### config.mk
export PLATFORM = sky130hd
export DESIGN_NAME = snake_move_ctrl_flat
export DESIGN_NICKNAME = d
export VERILOG_FILES = /design/src/rtl/snake_move_ctrl_if.sv /design/src/rtl/snake_move_ctrl.sv /design/src/flat_wrapper.sv
export SDC_FILE = /design/constraint.sdc
export NUM_CORES = 1
export LEC_CHECK = 0
export CELL_PAD_IN_SITES_DETAIL_PLACEMENT = 1
export CELL_PAD_IN_SITES_GLOBAL_PLACEMENT = 1
export CORE_MARGIN = 10
export CORE_UTILIZATION = 43
export DETAILED_ROUTE_END_ITERATION = 6
export MAX_ROUTING_LAYER = met4
export PLACE_DENSITY_LB_ADDON = 0.1
export SYNTH_ARGS = -nofsm -noshare
export SYNTH_HDL_FRONTEND = slang
export SYNTH_SLANG_ARGS = --single-unit
### constraint.sdc
create_clock -name clk -period 3.6 [get_ports clk]
set_input_delay 0.9 -clock clk [delete_from_list [all_inputs] [get_ports clk]]
set_output_delay 0.9 -clock clk [all_outputs]
set_load 0.01 [all_outputs]
### src/rtl/snake_move_ctrl_if.sv
// Segment RAM port bundle between snake_move_ctrl (master) and the body RAM (slave).
interface snake_move_ctrl_if #(
    parameter int unsigned AW      = 4,
    parameter int unsigned COORD_W = 6
);
    logic [AW-1:0]      rd_addr;
    logic [COORD_W-1:0] rd_x;
    logic [COORD_W-1:0] rd_y;
    logic               wr_en;
    logic [AW-1:0]      wr_addr;
    logic [COORD_W-1:0] wr_x;
    logic [COORD_W-1:0] wr_y;

    modport master (
        output rd_addr, wr_en, wr_addr, wr_x, wr_y,
        input  rd_x, rd_y
    );

    modport slave (
        input  rd_addr, wr_en, wr_addr, wr_x, wr_y,
        output rd_x, rd_y
    );
endinterface

### src/rtl/snake_move_ctrl.sv
// Snake body sequencer: tick pacing, direction latch and segment-RAM shift/head write.
module snake_move_ctrl #(
    parameter int unsigned TICK_DIV = 2500000,
    parameter int unsigned MAX_LEN  = 16,
    parameter int unsigned COORD_W  = 6,
    parameter int unsigned INIT_X   = 20,
    parameter int unsigned INIT_Y   = 20
) (
    input  logic                      clk,
    input  logic                      rst_n,
    input  logic [7:0]                key_code,
    input  logic                      key_valid,
    input  logic                      run,
    input  logic                      init_snake,
    input  logic                      grow,
    snake_move_ctrl_if.master         ram,
    output logic [COORD_W-1:0]        head_x,
    output logic [COORD_W-1:0]        head_y,
    output logic [$clog2(MAX_LEN):0]  length,
    output logic                      busy,
    output logic                      move_done
);

    localparam int unsigned AW = $clog2(MAX_LEN);
    localparam int unsigned LW = AW + 1;
    localparam int unsigned TW = $clog2(TICK_DIV);

    localparam logic [1:0] DIR_UP    = 2'd0;
    localparam logic [1:0] DIR_RIGHT = 2'd1;
    localparam logic [1:0] DIR_DOWN  = 2'd2;
    localparam logic [1:0] DIR_LEFT  = 2'd3;

    localparam logic [LW-1:0] INIT_LEN = LW'(3);

    typedef enum logic [2:0] {
        S_IDLE,
        S_SHIFT,
        S_HEAD,
        S_DONE,
        S_INIT
    } state_e;

    state_e             state_q, state_d;
    logic [LW-1:0]      step_q, step_d;
    logic [LW-1:0]      len_l_q, len_l_d;
    logic [LW-1:0]      length_q, length_d;
    logic [COORD_W-1:0] head_x_q, head_x_d;
    logic [COORD_W-1:0] head_y_q, head_y_d;
    logic [1:0]         dir_q, dir_d;
    logic [1:0]         pend_dir_q, pend_dir_d;
    logic [TW-1:0]      tick_cnt_q, tick_cnt_d;
    logic               tick_pend_q, tick_pend_d;
    logic               grow_pend_q, grow_pend_d;

    logic [AW-1:0]      rd_addr_q, rd_addr_d;
    logic               wr_en_q, wr_en_d;
    logic [AW-1:0]      wr_addr_q, wr_addr_d;
    logic [COORD_W-1:0] wr_x_q, wr_x_d;
    logic [COORD_W-1:0] wr_y_q, wr_y_d;
    logic               pass_q, pass_d;
    logic               busy_q, busy_d;
    logic               done_q, done_d;

    logic               key_hit;
    logic [1:0]         key_dir;
    logic [COORD_W-1:0] nxt_x, nxt_y;
    logic               tick_wrap;

    // Scan code to direction decode; unknown codes are not hits.
    always_comb begin
        key_hit = 1'b0;
        key_dir = DIR_RIGHT;
        if (key_valid) begin
            case (key_code)
                8'h75: begin key_hit = 1'b1; key_dir = DIR_UP;    end
                8'h74: begin key_hit = 1'b1; key_dir = DIR_RIGHT; end
                8'h72: begin key_hit = 1'b1; key_dir = DIR_DOWN;  end
                8'h6B: begin key_hit = 1'b1; key_dir = DIR_LEFT;  end
                default: ;
            endcase
        end
    end

    // Next head from the committed direction; coordinates wrap around the grid.
    always_comb begin
        nxt_x = head_x_q;
        nxt_y = head_y_q;
        case (dir_q)
            DIR_UP:    nxt_y = head_y_q - COORD_W'(1);
            DIR_RIGHT: nxt_x = head_x_q + COORD_W'(1);
            DIR_DOWN:  nxt_y = head_y_q + COORD_W'(1);
            DIR_LEFT:  nxt_x = head_x_q - COORD_W'(1);
            default: ;
        endcase
    end

    // Next state, bookkeeping and registered RAM/status outputs.
    always_comb begin
        state_d     = state_q;
        step_d      = step_q;
        len_l_d     = len_l_q;
        length_d    = length_q;
        head_x_d    = head_x_q;
        head_y_d    = head_y_q;
        dir_d       = dir_q;
        pend_dir_d  = pend_dir_q;
        tick_cnt_d  = tick_cnt_q;
        tick_pend_d = tick_pend_q;
        grow_pend_d = grow_pend_q | grow;
        tick_wrap   = 1'b0;

        rd_addr_d   = '0;
        wr_en_d     = 1'b0;
        wr_addr_d   = '0;
        wr_x_d      = '0;
        wr_y_d      = '0;
        pass_d      = 1'b0;
        busy_d      = 1'b0;
        done_d      = 1'b0;

        // Move tick divider, frozen while the game is not running.
        if (run) begin
            if (tick_cnt_q == TW'(TICK_DIV - 1)) begin
                tick_cnt_d = '0;
                tick_wrap  = 1'b1;
            end else begin
                tick_cnt_d = tick_cnt_q + TW'(1);
            end
        end

        // Reversal check is against the committed direction, not the pending one.
        if (key_hit && (key_dir != (dir_q ^ DIR_DOWN))) begin
            pend_dir_d = key_dir;
        end

        case (state_q)
            S_IDLE: begin
                if (tick_pend_q && run) begin
                    state_d     = S_SHIFT;
                    step_d      = '0;
                    dir_d       = pend_dir_q;
                    tick_pend_d = 1'b0;
                    grow_pend_d = grow;
                    if (grow_pend_q && (length_q < LW'(MAX_LEN))) begin
                        len_l_d = length_q + LW'(1);
                    end else begin
                        len_l_d = length_q;
                    end
                end
            end
            S_SHIFT: begin
                if (step_q == len_l_q - LW'(1)) begin
                    state_d = S_HEAD;
                    step_d  = '0;
                end else begin
                    step_d  = step_q + LW'(1);
                end
            end
            S_HEAD: begin
                state_d  = S_DONE;
                head_x_d = nxt_x;
                head_y_d = nxt_y;
                length_d = len_l_q;
            end
            S_DONE: begin
                state_d = S_IDLE;
            end
            S_INIT: begin
                if (step_q == LW'(2)) begin
                    state_d = S_IDLE;
                    step_d  = '0;
                end else begin
                    step_d  = step_q + LW'(1);
                end
            end
            default: begin
                state_d = S_IDLE;
                step_d  = '0;
            end
        endcase

        // A tick that lands during a move stays pending for the next one.
        if (tick_wrap) begin
            tick_pend_d = 1'b1;
        end

        // Restart overrides everything else, including a move in flight.
        if (init_snake) begin
            state_d     = S_INIT;
            step_d      = '0;
            len_l_d     = INIT_LEN;
            length_d    = INIT_LEN;
            head_x_d    = COORD_W'(INIT_X);
            head_y_d    = COORD_W'(INIT_Y);
            dir_d       = DIR_RIGHT;
            pend_dir_d  = DIR_RIGHT;
            tick_cnt_d  = '0;
            tick_pend_d = 1'b0;
            grow_pend_d = 1'b0;
        end

        // Outputs are decoded from the state being entered so they line up with it.
        case (state_d)
            S_SHIFT: begin
                busy_d = 1'b1;
                if (step_d <= len_l_d - LW'(2)) begin
                    rd_addr_d = AW'(len_l_d - LW'(2) - step_d);
                end
                if (step_d != '0) begin
                    wr_en_d   = 1'b1;
                    wr_addr_d = AW'(len_l_d - step_d);
                    pass_d    = 1'b1;
                end
            end
            S_HEAD: begin
                busy_d  = 1'b1;
                wr_en_d = 1'b1;
                wr_x_d  = nxt_x;
                wr_y_d  = nxt_y;
            end
            S_DONE: begin
                done_d = 1'b1;
            end
            S_INIT: begin
                busy_d    = 1'b1;
                wr_en_d   = 1'b1;
                wr_addr_d = AW'(step_d);
                wr_x_d    = COORD_W'(INIT_X) - COORD_W'(step_d);
                wr_y_d    = COORD_W'(INIT_Y);
            end
            default: ;
        endcase
    end

    // State and datapath registers.
    always_ff @(posedge clk or negedge rst_n) begin
        if (!rst_n) begin
            state_q     <= S_IDLE;
            step_q      <= '0;
            len_l_q     <= INIT_LEN;
            length_q    <= INIT_LEN;
            head_x_q    <= COORD_W'(INIT_X);
            head_y_q    <= COORD_W'(INIT_Y);
            dir_q       <= DIR_RIGHT;
            pend_dir_q  <= DIR_RIGHT;
            tick_cnt_q  <= '0;
            tick_pend_q <= 1'b0;
            grow_pend_q <= 1'b0;
            rd_addr_q   <= '0;
            wr_en_q     <= 1'b0;
            wr_addr_q   <= '0;
            wr_x_q      <= '0;
            wr_y_q      <= '0;
            pass_q      <= 1'b0;
            busy_q      <= 1'b0;
            done_q      <= 1'b0;
        end else begin
            state_q     <= state_d;
            step_q      <= step_d;
            len_l_q     <= len_l_d;
            length_q    <= length_d;
            head_x_q    <= head_x_d;
            head_y_q    <= head_y_d;
            dir_q       <= dir_d;
            pend_dir_q  <= pend_dir_d;
            tick_cnt_q  <= tick_cnt_d;
            tick_pend_q <= tick_pend_d;
            grow_pend_q <= grow_pend_d;
            rd_addr_q   <= rd_addr_d;
            wr_en_q     <= wr_en_d;
            wr_addr_q   <= wr_addr_d;
            wr_x_q      <= wr_x_d;
            wr_y_q      <= wr_y_d;
            pass_q      <= pass_d;
            busy_q      <= busy_d;
            done_q      <= done_d;
        end
    end

    // During the shift the RAM read data arriving this cycle is written straight back one slot down.
    assign ram.rd_addr = rd_addr_q;
    assign ram.wr_en   = wr_en_q;
    assign ram.wr_addr = wr_addr_q;
    assign ram.wr_x    = pass_q ? ram.rd_x : wr_x_q;
    assign ram.wr_y    = pass_q ? ram.rd_y : wr_y_q;

    assign head_x    = head_x_q;
    assign head_y    = head_y_q;
    assign length    = length_q;
    assign busy      = busy_q;
    assign move_done = done_q;

endmodule

### src/flat_wrapper.sv
// flat-port wrapper written by rule: the top's interface ports become plain ports
module snake_move_ctrl_flat 
#(
    parameter int unsigned TICK_DIV = 2500000,
    parameter int unsigned MAX_LEN  = 16,
    parameter int unsigned COORD_W  = 6,
    parameter int unsigned INIT_X   = 20,
    parameter int unsigned INIT_Y   = 20
)
  (clk, rst_n, key_code, key_valid, run, init_snake, grow, head_x, head_y, length, busy, move_done, ram_rd_addr, ram_wr_en, ram_wr_addr, ram_wr_x, ram_wr_y, ram_rd_x, ram_rd_y);
  snake_move_ctrl_if #(.AW((3)), .COORD_W(COORD_W)) ram_i ();
  input  logic clk;
  input  logic rst_n;
  input  logic [7:0] key_code;
  input  logic key_valid;
  input  logic run;
  input  logic init_snake;
  input  logic grow;
  output logic [COORD_W-1:0] head_x;
  output logic [COORD_W-1:0] head_y;
  output logic [$clog2(MAX_LEN):0] length;
  output logic busy;
  output logic move_done;
  output wire logic [$bits(ram_i.rd_addr)-1:0] ram_rd_addr;
  output wire logic [$bits(ram_i.wr_en)-1:0] ram_wr_en;
  output wire logic [$bits(ram_i.wr_addr)-1:0] ram_wr_addr;
  output wire logic [$bits(ram_i.wr_x)-1:0] ram_wr_x;
  output wire logic [$bits(ram_i.wr_y)-1:0] ram_wr_y;
  input wire logic [$bits(ram_i.rd_x)-1:0] ram_rd_x;
  input wire logic [$bits(ram_i.rd_y)-1:0] ram_rd_y;
  assign ram_rd_addr = ram_i.rd_addr;
  assign ram_wr_en = ram_i.wr_en;
  assign ram_wr_addr = ram_i.wr_addr;
  assign ram_wr_x = ram_i.wr_x;
  assign ram_wr_y = ram_i.wr_y;
  assign ram_i.rd_x = ram_rd_x;
  assign ram_i.rd_y = ram_rd_y;
  snake_move_ctrl #(.TICK_DIV(TICK_DIV), .MAX_LEN(MAX_LEN), .COORD_W(COORD_W), .INIT_X(INIT_X), .INIT_Y(INIT_Y)) u_core (.clk(clk), .rst_n(rst_n), .key_code(key_code), .key_valid(key_valid), .run(run), .init_snake(init_snake), .grow(grow), .ram(ram_i), .head_x(head_x), .head_y(head_y), .length(length), .busy(busy), .move_done(move_done));
endmodule
==> impl_metrics.toml, run 1 <==
# physical design summary
[yosys]
yosys.area.top_type = "dfrtp_1"
aoi_share_pct = 14.4
ys.flop_type = "dfrtp_1"
ys_top_logic_family = "simple AND/OR/NAND/NOR gates"
synth-edff-count = 0
ys_warn_count = 0
async_reset_ff_share_pct = 100
ys_area_um2 = 4820
ys_seq_share_pct = 41.8
synth.distinct_cells = 65
synth.cellmix.simpleShare_pct = 20.3
synth_top_cell_by_count = "dfrtp_1"

[final_timing]
tightest_slew_ns = 1.02
tns_ns = 0
setup_slack_ns = 0.140
finalHoldViolCount = 0
setup_viol = 0
fmax_mhz = 289

[global_routing]
grt_pass1_vias = 4238
grt_max_degree = 81
grt_pass1_wl_um = 21600

[setup_path]
reg2reg_depth = 14
cp.arrival_ns = 3.74
end_kind = "flop"
crit_buf_inv = 2
path_depth = 13
r2r_setup_slack_ns = 0.18
reg2reg_from = "u_core.len_l_q[0]$_DFF_PN1_"
path_max_fanout = 4

[die]
die_w_um = 126
nWellTaps = 140
ios = 64

[finish]
seq_share_pct = 33.9
buf_share_pct = 14.1
n_all_inverters = 23
drive_above_1_share_pct = 14.5
final_cells = 738
regMostFlops = "u_core.tick_cnt_q"
layout_top_cells = "dfrtp_1, nor2_1, clkdlybuf4s50_1"
n_sequential_cell = 80
n_all_buffers = 91

[routing]
wl_met2_um = 6370
drtAntennaViolNets = 0
drt_iter0_markers = 172
vias = 4010
dr.pass1.iters = 4

[clock_network]
insertion_delay_ns = 0.36
hold_buffers = 0
clkSlewWorstSetupHoldPaths_ns = 0.08
htreeDepth = 3

[run_status]
status = "complete, no violations"

[hold_path]
hold_depth = 2

[place]
placed_area_um2 = 5750
post-dp-hpwl_um = 9810
place_congestion = 0.845

[run]
cap_viol_max_count = 0
warnings = 31

[pwr]
comb_power_share_pct = 31.6
p_sw_mw = 0.760
p_total_mw = 2.35
p_clk_mw = 0.591
leakagePower_nw = 2.60
internal_power_mw = 1.59
Run 1, metal 1:
Supply wires on this layer in gray.
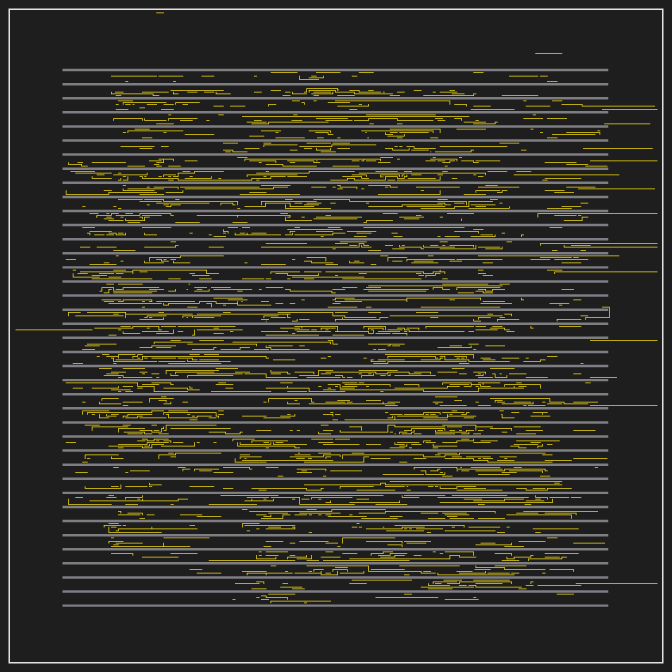
- longest straight run: 43.7 µm
- wire length on this layer: 5,870 µm
- nets with wire on the layer: 591
met1 global-route usage: 19.9%
WL final: 12,900 µm

Run 1, routing congestion:
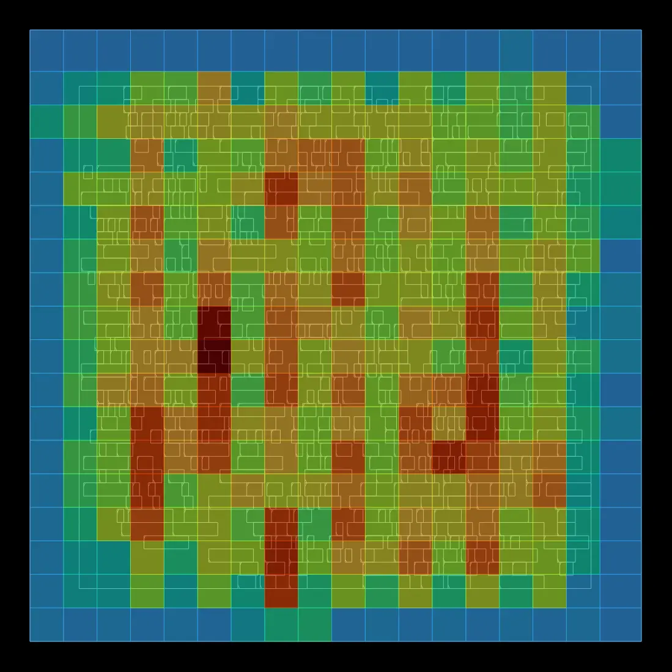
Total GRT Usage: 16.7%
routing usage on met3: 2.94%
grt peak-use layer: met2
routed wire length per instance: 17.4 µm
final core utilization: 54.6%

Run 1, cells colored by class:
Scale bar: 50 µm. Fill, decap, tap and diode cells in gray.
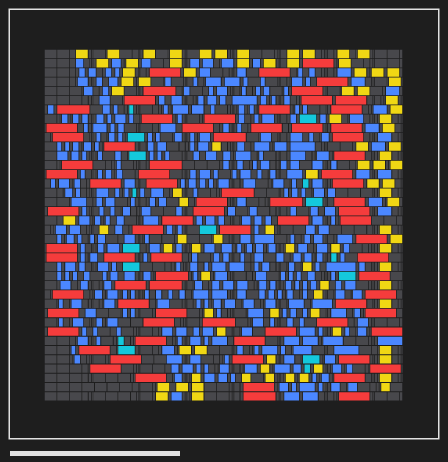
- cyan: clock drivers and dummy loads (cells 16; share of their area 2.9%)
- red: registers (cells 80; share of their area 35%)
- yellow: remaining buffers and delay cells (cells 91; share of their area 15%)
- blue: remaining logic cells (cells 411; share of their area 48%)
row cnt: 38
post-route cell area: 5950 µm²

Run 1, cell density map:
The die is cut into 13 by 13 equal tiles; white is low, dark blue is high, 0 to 100% covered.
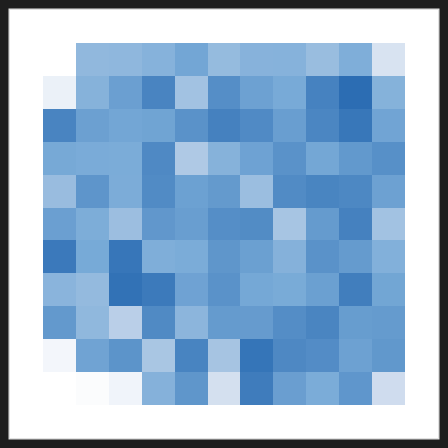
- tiles over 75% full: 0.60%
- densest ninth of the die: center
- fullest tile: 76%
floorplan core area: 10,900 µm²
initial core utilization: 44.2%

==> run 2, diff against run 1 <==
CTS_BUF_LIST = sky130_fd_sc_hd__clkbuf_16   (was unset)
Run 2, cells colored by class:
Scale bar: 50 µm. Fill, decap, tap and diode cells in gray.
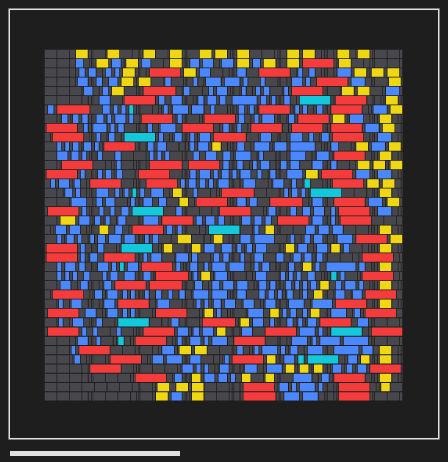
- yellow: remaining buffers and delay cells (cells 91; share of their area 14%)
- red: registers (cells 80; share of their area 34%)
- blue: remaining logic cells (cells 411; share of their area 47%)
- cyan: clock drivers and dummy loads (cells 16; share of their area 4.4%)
post-route cell area: 6050 µm²
sequential cell area share: 33.3%
final core utilization: 55.6%

Run 2, routing congestion:
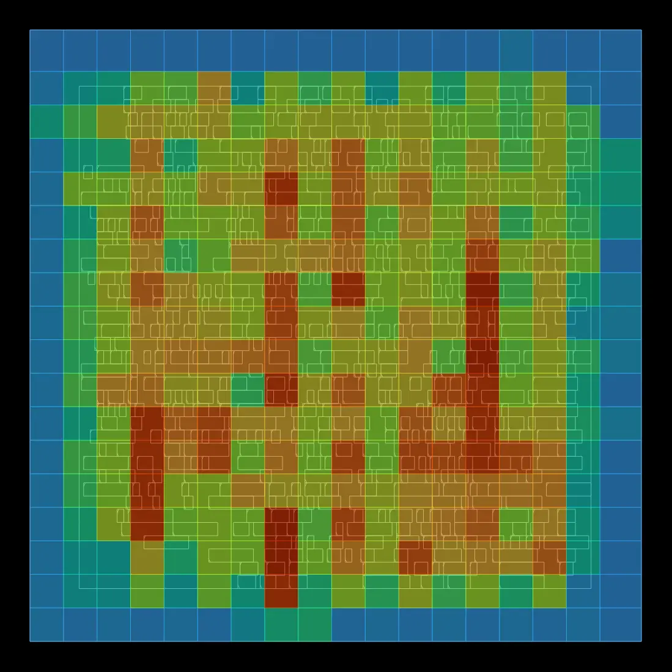
routed wire length per instance: 17.7 µm
Total GRT Usage: 17.0%
M2 GR Usage: 28.6%
met1 global-route usage: 20.1%

==> run 2 against run 1 <==
Effect of this change: final cell count did not move; area after synthesis did not move; design area rose by 1.8%; maximum frequency rose by 2.4%; count of clock-buffer cells in the layout fell by 3; critical endpoint is now u_core.wr_addr_q[2]$_DFF_PN0_; largest power group unchanged.
==> impl_metrics.toml, run 2 <==
# physical design summary
[run_status]
status = "complete, no violations"

[die]
die_w_um = 126
core_area_um2 = 10900
ios = 64
nWellTaps = 140

[pwr]
p_clk_mw = 0.804
leakagePower_nw = 2.67
internal_power_mw = 1.78
p_total_mw = 2.57
comb_power_share_pct = 29.2

[yosys]
yosys.area.top_type = "dfrtp_1"
ys_seq_share_pct = 41.8
synth-edff-count = 0
synth.cellmix.simpleShare_pct = 20.3
async_reset_ff_share_pct = 100
ys_warn_count = 0
aoi_share_pct = 14.4
ys_top_logic_family = "simple AND/OR/NAND/NOR gates"

[finish]
drive_above_1_share_pct = 14.7
n_all_buffers = 91
n_all_inverters = 23
n_sequential_cell = 80
final_cells = 738
layout_top_cells = "dfrtp_1, nor2_1, clkdlybuf4s50_1"

[run]
cap_viol_max_count = 0

[final_timing]
finalHoldViolCount = 0
setup_slack_ns = 0.221
tightest_slew_ns = 1.02
tns_ns = 0

[setup_path]
end_kind = "flop"
cp.arrival_ns = 3.60
r2r_setup_slack_ns = 0.22
reg2reg_depth = 14
path_max_fanout = 4
reg2reg_from = "u_core.len_l_q[0]$_DFF_PN1_"
path_depth = 14

[hold_path]
hold_depth = 2

[clock_network]
htreeDepth = 3
clkSlewWorstSetupHoldPaths_ns = 0.06
insertion_delay_ns = 0.34

[place]
post-dp-hpwl_um = 9810
placed_area_um2 = 5750

[global_routing]
grt_pass1_wl_um = 22000
grt_use_met3_pct = 2.94
busiest_layer = "met2"
grt_pass1_vias = 4281

[routing]
wl_met2_um = 6640
drt_iter0_markers = 199
dr.pass1.iters = 4
Run 2, metal 1:
Supply wires on this layer in gray.
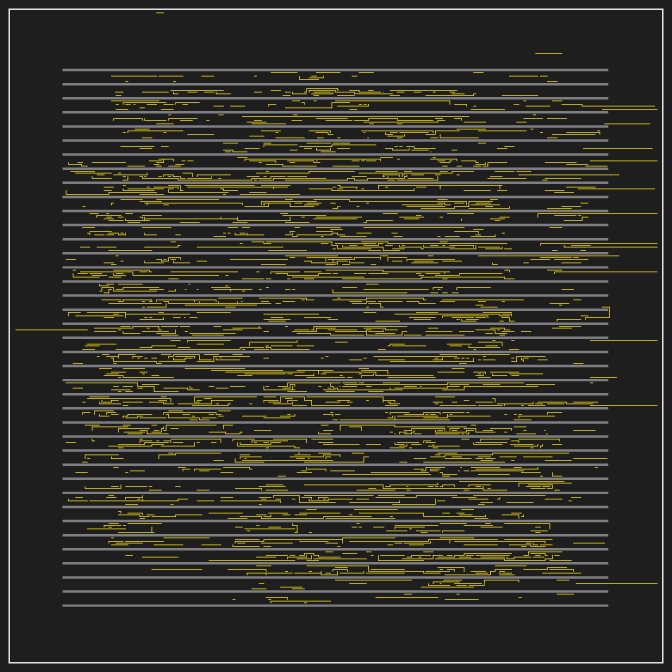
- share of all routed wire: 45%
- wire length on this layer: 5,880 µm
- nets with wire on the layer: 595
- longest straight run: 43.7 µm
WL final: 13,100 µm
DR vias: 4,042

No activity file was given, so power comes from the tool's default toggle rates.
